<file path="src/rtl/mc_cpu_pkg.sv">
// Shared encodings for the multi-cycle CPU controller: opcodes, FSM states,
// datapath select codes and the per-opcode decode record.
package mc_cpu_pkg;

    localparam logic [5:0] OP_ADD   = 6'b000000;
    localparam logic [5:0] OP_SUB   = 6'b000001;
    localparam logic [5:0] OP_ADDIU = 6'b000010;
    localparam logic [5:0] OP_AND   = 6'b010000;
    localparam logic [5:0] OP_ORI   = 6'b010010;
    localparam logic [5:0] OP_SLT   = 6'b100110;
    localparam logic [5:0] OP_SW    = 6'b110000;
    localparam logic [5:0] OP_LW    = 6'b110001;
    localparam logic [5:0] OP_BEQ   = 6'b110100;
    localparam logic [5:0] OP_BNE   = 6'b110101;
    localparam logic [5:0] OP_J     = 6'b111000;
    localparam logic [5:0] OP_JAL   = 6'b111010;
    localparam logic [5:0] OP_HALT  = 6'b111111;

    typedef enum logic [2:0] {
        S_IF     = 3'b000,
        S_ID     = 3'b001,
        S_EXE_LS = 3'b010,
        S_MEM    = 3'b011,
        S_WB_LD  = 3'b100,
        S_EXE_BR = 3'b101,
        S_EXE_AL = 3'b110,
        S_WB_AL  = 3'b111
    } state_t;

    localparam logic [2:0] ALU_ADD = 3'b000;
    localparam logic [2:0] ALU_SUB = 3'b001;
    localparam logic [2:0] ALU_OR  = 3'b011;
    localparam logic [2:0] ALU_AND = 3'b100;
    localparam logic [2:0] ALU_SLT = 3'b110;

    localparam logic [1:0] DST_RA = 2'b00;
    localparam logic [1:0] DST_RT = 2'b01;
    localparam logic [1:0] DST_RD = 2'b10;

    localparam logic [1:0] PC_SEQ    = 2'b00;
    localparam logic [1:0] PC_BRANCH = 2'b01;
    localparam logic [1:0] PC_JUMP   = 2'b10;

    // Instruction class picks the FSM path out of ID.
    typedef enum logic [2:0] {
        CLS_NOP,
        CLS_ALU,
        CLS_LS,
        CLS_BR,
        CLS_JUMP,
        CLS_HALT
    } op_class_t;

    typedef struct packed {
        op_class_t  cls;
        logic       is_lw;
        logic       is_bne;
        logic       is_jal;
        logic [2:0] alu_op;
        logic       alu_src_b;
        logic       ext_sel;
        logic [1:0] reg_dst;
        logic       wr_reg_d_src;
        logic       db_data_src;
    } decode_t;

endpackage

</file>
<file path="src/rtl/mc_ctrl_fsm_if.sv">
// Control bus between the multi-cycle controller (master) and the datapath
// (slave): opcode/zero flow in, datapath selects and enables flow out.
interface mc_ctrl_fsm_if;

    logic [5:0] opcode;
    logic       zero;

    logic       PCWre;
    logic       IRWre;
    logic       InsMemRW;
    logic       RegWre;
    logic       WrRegDSrc;
    logic       ALUSrcA;
    logic       ALUSrcB;
    logic       mRD;
    logic       mWR;
    logic       DBDataSrc;
    logic       ExtSel;
    logic [1:0] RegDst;
    logic [1:0] PCSrc;
    logic [2:0] ALUOp;
    logic [2:0] state;

    modport master (
        input  opcode, zero,
        output PCWre, IRWre, InsMemRW, RegWre, WrRegDSrc, ALUSrcA, ALUSrcB,
               mRD, mWR, DBDataSrc, ExtSel, RegDst, PCSrc, ALUOp, state
    );

    modport slave (
        output opcode, zero,
        input  PCWre, IRWre, InsMemRW, RegWre, WrRegDSrc, ALUSrcA, ALUSrcB,
               mRD, mWR, DBDataSrc, ExtSel, RegDst, PCSrc, ALUOp, state
    );

endinterface

</file>
<file path="src/rtl/mc_ctrl_decode.sv">
// Pure combinational opcode decoder: instruction class plus the
// opcode-only datapath selects. JAL decodes only with MC_CTRL_JAL_EN defined.
module mc_ctrl_decode
    import mc_cpu_pkg::*;
(
    input  logic [5:0] opcode,
    output decode_t    dec
);

    // NOTE: every field gets a default before the case so no path leaves
    // a field unassigned, which would otherwise infer a latch.
    always_comb begin
        dec = '{cls: CLS_NOP, is_lw: 1'b0, is_bne: 1'b0, is_jal: 1'b0,
                alu_op: ALU_ADD, alu_src_b: 1'b0, ext_sel: 1'b1,
                reg_dst: DST_RT, wr_reg_d_src: 1'b1, db_data_src: 1'b0};
        case (opcode)
            OP_ADD: begin
                dec.cls     = CLS_ALU;
                dec.reg_dst = DST_RD;
            end
            OP_SUB: begin
                dec.cls     = CLS_ALU;
                dec.alu_op  = ALU_SUB;
                dec.reg_dst = DST_RD;
            end
            OP_AND: begin
                dec.cls     = CLS_ALU;
                dec.alu_op  = ALU_AND;
                dec.reg_dst = DST_RD;
            end
            OP_SLT: begin
                dec.cls     = CLS_ALU;
                dec.alu_op  = ALU_SLT;
                dec.reg_dst = DST_RD;
            end
            OP_ADDIU: begin
                dec.cls       = CLS_ALU;
                dec.alu_src_b = 1'b1;
            end
            OP_ORI: begin
                dec.cls       = CLS_ALU;
                dec.alu_op    = ALU_OR;
                dec.alu_src_b = 1'b1;
                dec.ext_sel   = 1'b0;   // logical immediate is zero-extended
            end
            OP_LW: begin
                dec.cls         = CLS_LS;
                dec.is_lw       = 1'b1;
                dec.alu_src_b   = 1'b1;
                dec.db_data_src = 1'b1;
            end
            OP_SW: begin
                dec.cls       = CLS_LS;
                dec.alu_src_b = 1'b1;
            end
            OP_BEQ: begin
                dec.cls    = CLS_BR;
                dec.alu_op = ALU_SUB;
            end
            OP_BNE: begin
                dec.cls    = CLS_BR;
                dec.alu_op = ALU_SUB;
                dec.is_bne = 1'b1;
            end
            OP_J: begin
                dec.cls = CLS_JUMP;
            end
`ifdef MC_CTRL_JAL_EN
            OP_JAL: begin
                dec.cls          = CLS_JUMP;
                dec.is_jal       = 1'b1;
                dec.reg_dst      = DST_RA;
                dec.wr_reg_d_src = 1'b0;   // link value pc+4 instead of ALU/memory
            end
`endif
            OP_HALT: begin
                dec.cls = CLS_HALT;
            end
            default: ;
        endcase
    end

endmodule

</file>
<file path="src/rtl/mc_ctrl_fsm.sv">
// Multi-cycle CPU control FSM (IF/ID/EXE/MEM/WB). Optional JAL support is
// compiled in with MC_CTRL_JAL_EN; otherwise opcode 111010 runs as a NOP.
module mc_ctrl_fsm
    import mc_cpu_pkg::*;
(
    input  logic          CLK,
    input  logic          RST,
    mc_ctrl_fsm_if.master bus
);

    state_t     state_q;
    state_t     state_d;
    decode_t    dec;
    logic       branch_taken;
    logic       ir_wre;
    logic       pc_wre;
    logic       reg_wre;
    logic       m_rd;
    logic       m_wr;
    logic [1:0] pc_src;

    mc_ctrl_decode u_decode (
        .opcode (bus.opcode),
        .dec    (dec)
    );

    // NOTE: state registers use non-blocking assignment so every flop
    // samples pre-edge values regardless of process ordering.
    always_ff @(posedge CLK or negedge RST) begin
        if (!RST) state_q <= S_IF;
        else      state_q <= state_d;
    end

    always_comb begin
        state_d = state_q;
        case (state_q)
            S_IF: state_d = S_ID;
            S_ID: begin
                case (dec.cls)
                    CLS_ALU:  state_d = S_EXE_AL;
                    CLS_LS:   state_d = S_EXE_LS;
                    CLS_BR:   state_d = S_EXE_BR;
                    CLS_HALT: state_d = S_ID;
                    default:  state_d = S_IF;   // jumps and NOPs retire in ID
                endcase
            end
            S_EXE_AL: state_d = S_WB_AL;
            S_WB_AL:  state_d = S_IF;
            S_EXE_LS: state_d = S_MEM;
            S_MEM:    state_d = dec.is_lw ? S_WB_LD : S_IF;
            S_WB_LD:  state_d = S_IF;
            S_EXE_BR: state_d = S_IF;
            default:  state_d = S_IF;
        endcase
    end

    assign branch_taken = dec.is_bne ? !bus.zero : bus.zero;

    always_comb begin
        ir_wre  = 1'b0;
        pc_wre  = 1'b0;
        reg_wre = 1'b0;
        m_rd    = 1'b0;
        m_wr    = 1'b0;
        pc_src  = PC_SEQ;
        case (state_q)
            S_IF: ir_wre = 1'b1;
            S_ID: begin
                case (dec.cls)
                    CLS_JUMP: begin
                        pc_wre  = 1'b1;
                        pc_src  = PC_JUMP;
                        reg_wre = dec.is_jal;
                    end
                    CLS_NOP: pc_wre = 1'b1;
                    default: ;
                endcase
            end
            S_WB_AL: begin
                pc_wre  = 1'b1;
                reg_wre = 1'b1;
            end
            S_MEM: begin
                m_rd   = dec.is_lw;
                m_wr   = !dec.is_lw;
                pc_wre = !dec.is_lw;   // SW retires here; LW still has WB_LD
            end
            S_WB_LD: begin
                pc_wre  = 1'b1;
                reg_wre = 1'b1;
            end
            S_EXE_BR: begin
                pc_wre = 1'b1;
                if (branch_taken) pc_src = PC_BRANCH;
            end
            default: ;
        endcase
    end

    // Write enables are held off for the whole reset interval, not just
    // from the moment the state register reaches IF.
    assign bus.PCWre     = pc_wre  & RST;
    assign bus.RegWre    = reg_wre & RST;
    assign bus.mRD       = m_rd    & RST;
    assign bus.mWR       = m_wr    & RST;
    assign bus.IRWre     = ir_wre;
    assign bus.InsMemRW  = ir_wre;
    assign bus.PCSrc     = pc_src;
    assign bus.ALUOp     = dec.alu_op;
    assign bus.ALUSrcA   = 1'b0;
    assign bus.ALUSrcB   = dec.alu_src_b;
    assign bus.ExtSel    = dec.ext_sel;
    assign bus.RegDst    = dec.reg_dst;
    assign bus.WrRegDSrc = dec.wr_reg_d_src;
    assign bus.DBDataSrc = dec.db_data_src;
    assign bus.state     = state_q;

endmodule

</file>
<file path="src/flat_wrapper.sv">
// flat-port wrapper written by rule: the top's interface ports become plain ports
module mc_ctrl_fsm_flat import mc_cpu_pkg::*;
  (CLK, RST, bus_opcode, bus_zero, bus_PCWre, bus_IRWre, bus_InsMemRW, bus_RegWre, bus_WrRegDSrc, bus_ALUSrcA, bus_ALUSrcB, bus_mRD, bus_mWR, bus_DBDataSrc, bus_ExtSel, bus_RegDst, bus_PCSrc, bus_ALUOp, bus_state);
  mc_ctrl_fsm_if bus_i ();
  input  logic CLK;
  input  logic RST;
  input wire logic [$bits(bus_i.opcode)-1:0] bus_opcode;
  input wire logic [$bits(bus_i.zero)-1:0] bus_zero;
  output wire logic [$bits(bus_i.PCWre)-1:0] bus_PCWre;
  output wire logic [$bits(bus_i.IRWre)-1:0] bus_IRWre;
  output wire logic [$bits(bus_i.InsMemRW)-1:0] bus_InsMemRW;
  output wire logic [$bits(bus_i.RegWre)-1:0] bus_RegWre;
  output wire logic [$bits(bus_i.WrRegDSrc)-1:0] bus_WrRegDSrc;
  output wire logic [$bits(bus_i.ALUSrcA)-1:0] bus_ALUSrcA;
  output wire logic [$bits(bus_i.ALUSrcB)-1:0] bus_ALUSrcB;
  output wire logic [$bits(bus_i.mRD)-1:0] bus_mRD;
  output wire logic [$bits(bus_i.mWR)-1:0] bus_mWR;
  output wire logic [$bits(bus_i.DBDataSrc)-1:0] bus_DBDataSrc;
  output wire logic [$bits(bus_i.ExtSel)-1:0] bus_ExtSel;
  output wire logic [$bits(bus_i.RegDst)-1:0] bus_RegDst;
  output wire logic [$bits(bus_i.PCSrc)-1:0] bus_PCSrc;
  output wire logic [$bits(bus_i.ALUOp)-1:0] bus_ALUOp;
  output wire logic [$bits(bus_i.state)-1:0] bus_state;
  assign bus_i.opcode = bus_opcode;
  assign bus_i.zero = bus_zero;
  assign bus_PCWre = bus_i.PCWre;
  assign bus_IRWre = bus_i.IRWre;
  assign bus_InsMemRW = bus_i.InsMemRW;
  assign bus_RegWre = bus_i.RegWre;
  assign bus_WrRegDSrc = bus_i.WrRegDSrc;
  assign bus_ALUSrcA = bus_i.ALUSrcA;
  assign bus_ALUSrcB = bus_i.ALUSrcB;
  assign bus_mRD = bus_i.mRD;
  assign bus_mWR = bus_i.mWR;
  assign bus_DBDataSrc = bus_i.DBDataSrc;
  assign bus_ExtSel = bus_i.ExtSel;
  assign bus_RegDst = bus_i.RegDst;
  assign bus_PCSrc = bus_i.PCSrc;
  assign bus_ALUOp = bus_i.ALUOp;
  assign bus_state = bus_i.state;
  mc_ctrl_fsm u_core (.CLK(CLK), .RST(RST), .bus(bus_i));
endmodule
</file>
<file path="config.mk">
export PLATFORM = sky130hd
export DESIGN_NAME = mc_ctrl_fsm_flat
export DESIGN_NICKNAME = d
export VERILOG_FILES = /design/src/rtl/mc_cpu_pkg.sv /design/src/rtl/mc_ctrl_fsm_if.sv /design/src/rtl/mc_ctrl_decode.sv /design/src/rtl/mc_ctrl_fsm.sv /design/src/flat_wrapper.sv
export SDC_FILE = /design/constraint.sdc
export NUM_CORES = 1
export LEC_CHECK = 0
export ABC_AREA = 1
export CAP_MARGIN = 20
export CORE_AREA = 3 3 40 42
export CTS_CLUSTER_SIZE = 12
export DETAILED_ROUTE_END_ITERATION = 8
export DIE_AREA = 0 0 43 45
export PLACE_DENSITY = 0.82
export SYNTH_ARGS = -nofsm -noshare
export SYNTH_HDL_FRONTEND = slang
export SYNTH_SLANG_ARGS = --single-unit
</file>
<file path="constraint.sdc">
create_clock -name CLK -period 3.4 [get_ports CLK]
set_clock_uncertainty 0.15 [all_clocks]
set_input_delay 0.51 -clock CLK [delete_from_list [all_inputs] [get_ports CLK]]
set_output_delay 0.51 -clock CLK [all_outputs]
set_load 0.01 [all_outputs]
</file>
==> run_1/pdn.png <==
Bar = 10 um. Pins as bars on the die edge.
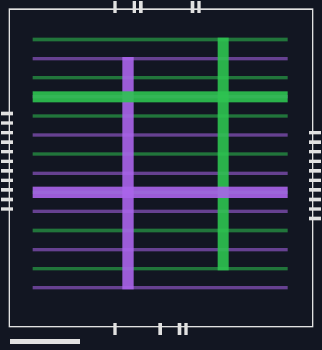
purple -> VSS
green -> VDD
met5 straps = 2
rows = 13

==> run_1/cell_classes.png <==
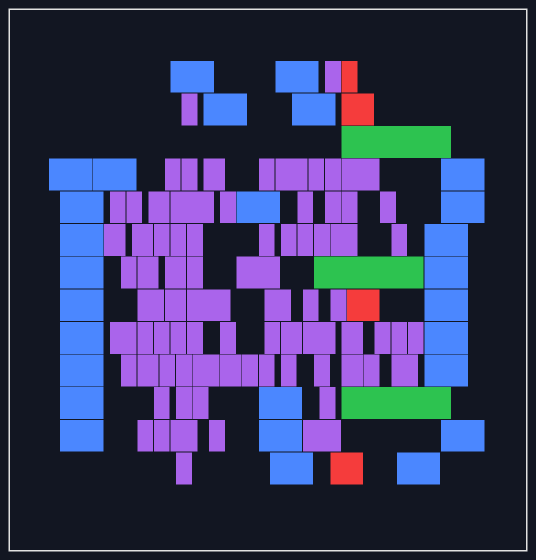
purple -> all other logic  # cells 77, share of their area 49%
red -> clock drivers and dummy loads  # cells 4, share of their area 3.6%
blue -> other buffers and delay cells  # cells 27, share of their area 37%
green -> flip-flops  # cells 3, share of their area 10%

==> qor.yml, run 1 <==
synthesis:
  ys_area_sq_um: 455
  synth-edff-count: 0
  synth-seq-cells: 3
  postSynthSeqShare: 0.165
  ys_types: 19
  avgSynthCellArea_sq_um: 5.49
finish:
  clkbuf_count: 4
  sh_comb_area: 0.408
  final-clk-cell-share: 0.0351
  post_layout_nonfiller_instances: 126
drt:
  drt_iter0_drc: 15
  dr.max_layer_used: "met4"
final_timing:
  setup_viol: 0
  whs_ps: 319
  fin_ws_ps: 375
power:
  ir_worst_vdd_mv: 0.115
  powerDensity_mw_per_mm2: 422
grt:
  use_met2: 0.278
  grt_use_met3: 0.0438
  grt_pass1_wl_um: 2130
clock_tree:
  cts_tree: "done"
  root_buffer: "clkbuf_4"
  cts_sinks: 3
  clock_path_buffers: 2
  postCtsSetupRepairBufs: 0
  hold_buffers: 0
setup_path:
  crit_chain: "clkdlybuf4s50_1 > nand2_1 > nor2_2 > nand2_1 > nor2_2 > nand2_1 > inv_2 > nand2_1 > nor2_1 > clkdlybuf4s50_1"
  rrSetupSlack_ps: 2090
  worstSetupEndpoint: "bus_mRD"
  worst_path_most_repeated_cell: "nand2_1"
status:
  status: "complete, no violations"
floorplan:
  taps: 15
  dieWidth_um: 43
  core_area_sq_mm: 0.00128
==> run_1/clock_map.png <==
Bar = 10 um.
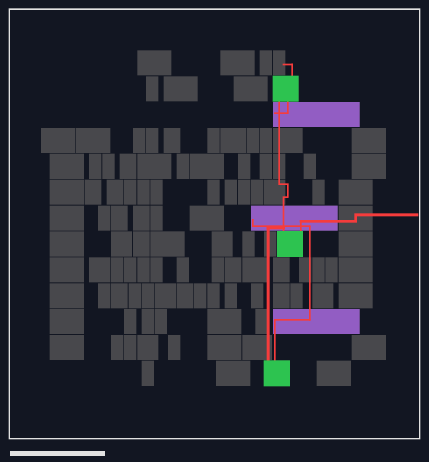
green -> cells driving clock nets  # count 3
red -> clock wires  # length 86.5 um
purple -> flip-flops  # count 3
routed clock nets = 4

--- run 2 (diff from run 1) ---
--- a/config.mk
+++ b/config.mk
@@ -8,6 +8,7 @@
 export ABC_AREA = 1
 export CAP_MARGIN = 20
 export CORE_AREA = 3 3 40 42
+export CTS_CLUSTER_DIAMETER = 150
 export CTS_CLUSTER_SIZE = 12
 export DETAILED_ROUTE_END_ITERATION = 8
 export DIE_AREA = 0 0 43 45
==> run_2/pdn.png <==
Bar = 10 um. Pins as bars on the die edge.
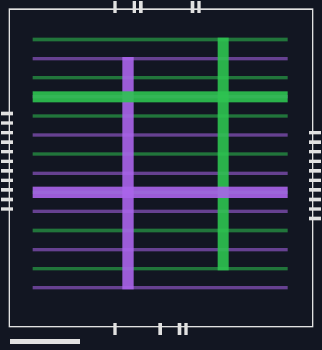
green -> VDD
purple -> VSS
signal pins = 30
met4 straps = 2
rows = 13
met1 rails = 14

==> run_2/metal_stack.png <==
Bar = 10 um.
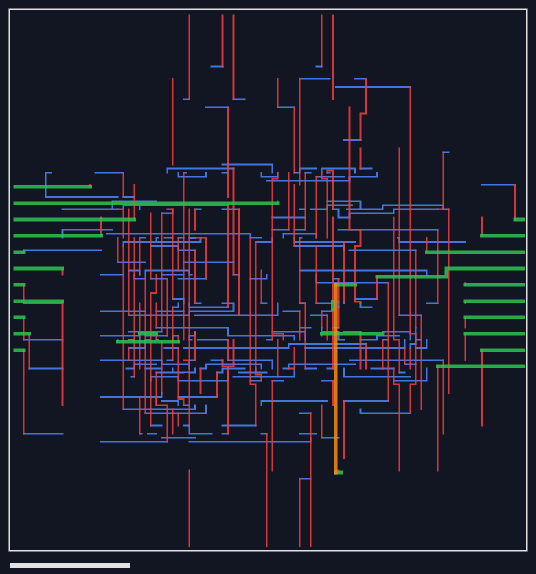
green -> met3  # wire length 126 um
orange -> met4  # wire length 15.6 um
blue -> met1  # wire length 514 um
red -> met2  # wire length 667 um

==> run 2 against run 1 <==
Register-to-register slack barely moved. Area after synthesis did not move. Synthesized cell count unchanged. Flip-flop count unchanged. Setup slack unchanged. Non-clock buffer count stayed put. First-iteration DRC count is the same. Clock power hardly changed. Die size unchanged. Power stayed put. Largest power group unchanged. Sequential power hardly changed. Critical path type unchanged. Global-route usage unchanged.
==> qor.yml, run 2 <==
status:
  status: "complete, no violations"
clock_tree:
  hold_buffers: 0  # unchanged
  cts_sinks: 3  # unchanged
  root_buffer: "clkbuf_4"
  cts_tree: "done"
  postCtsSetupRepairBufs: 0  # unchanged
  clock_path_buffers: 2  # unchanged
finish:
  inverters: 14
  final-clk-cell-share: 0.0351  # unchanged
  clkbuf_count: 4  # unchanged
  sh_comb_area: 0.408  # unchanged
  post_layout_nonfiller_instances: 126  # unchanged
  lay_top_count: "clkdlybuf4s50_1"
  sh_seq_area: 0.100
power:
  powerDensity_mw_per_mm2: 422  # unchanged
  ir_worst_vdd_mv: 0.115  # unchanged
  internal_power_mw: 0.185
  power_frac_seq: 0.200
drt:
  drt_iter0_drc: 15  # unchanged
  dr.max_layer_used: "met4"
  vias: 586
final_timing:
  fin_ws_ps: 375  # unchanged
  whs_ps: 319  # unchanged
  post-route-min-period_ps: 3020
  setup_viol: 0  # unchanged
placed_design:
  place_hpwl_um: 1130
  place_ws_ps: 382
  gp_congestion: 0.812
setup_path:
  cpPeakStageDelay_ps: 560
  cp-end-kind: "output pin"
  worstSetupEndpoint: "bus_mRD"
  rrSetupSlack_ps: 2090  # about the same
  start_kind: "input pin"
  worst_path_most_repeated_cell: "nand2_1"
  crit_chain: "clkdlybuf4s50_1 > nand2_1 > nor2_2 > nand2_1 > nor2_2 > nand2_1 > inv_2 > nand2_1 > nor2_1 > clkdlybuf4s50_1"
grt:
  grt_pass1_wl_um: 2130  # unchanged
  use_met2: 0.278  # unchanged
  grtUsageMet1: 0.149
  grt_use_met3: 0.0438  # unchanged
floorplan:
  dieWidth_um: 43  # unchanged
  taps: 15  # unchanged
  core_area_sq_mm: 0.00128  # unchanged
synthesis:
  ys_types: 19  # unchanged
  ys_area_sq_um: 455  # unchanged
  synth.area.mux_share: 0
  synth-seq-cells: 3  # unchanged
  avgSynthCellArea_sq_um: 5.49  # unchanged
  synth-edff-count: 0  # unchanged
Power figures rest on the tool's default switching activity, not on a simulated workload.
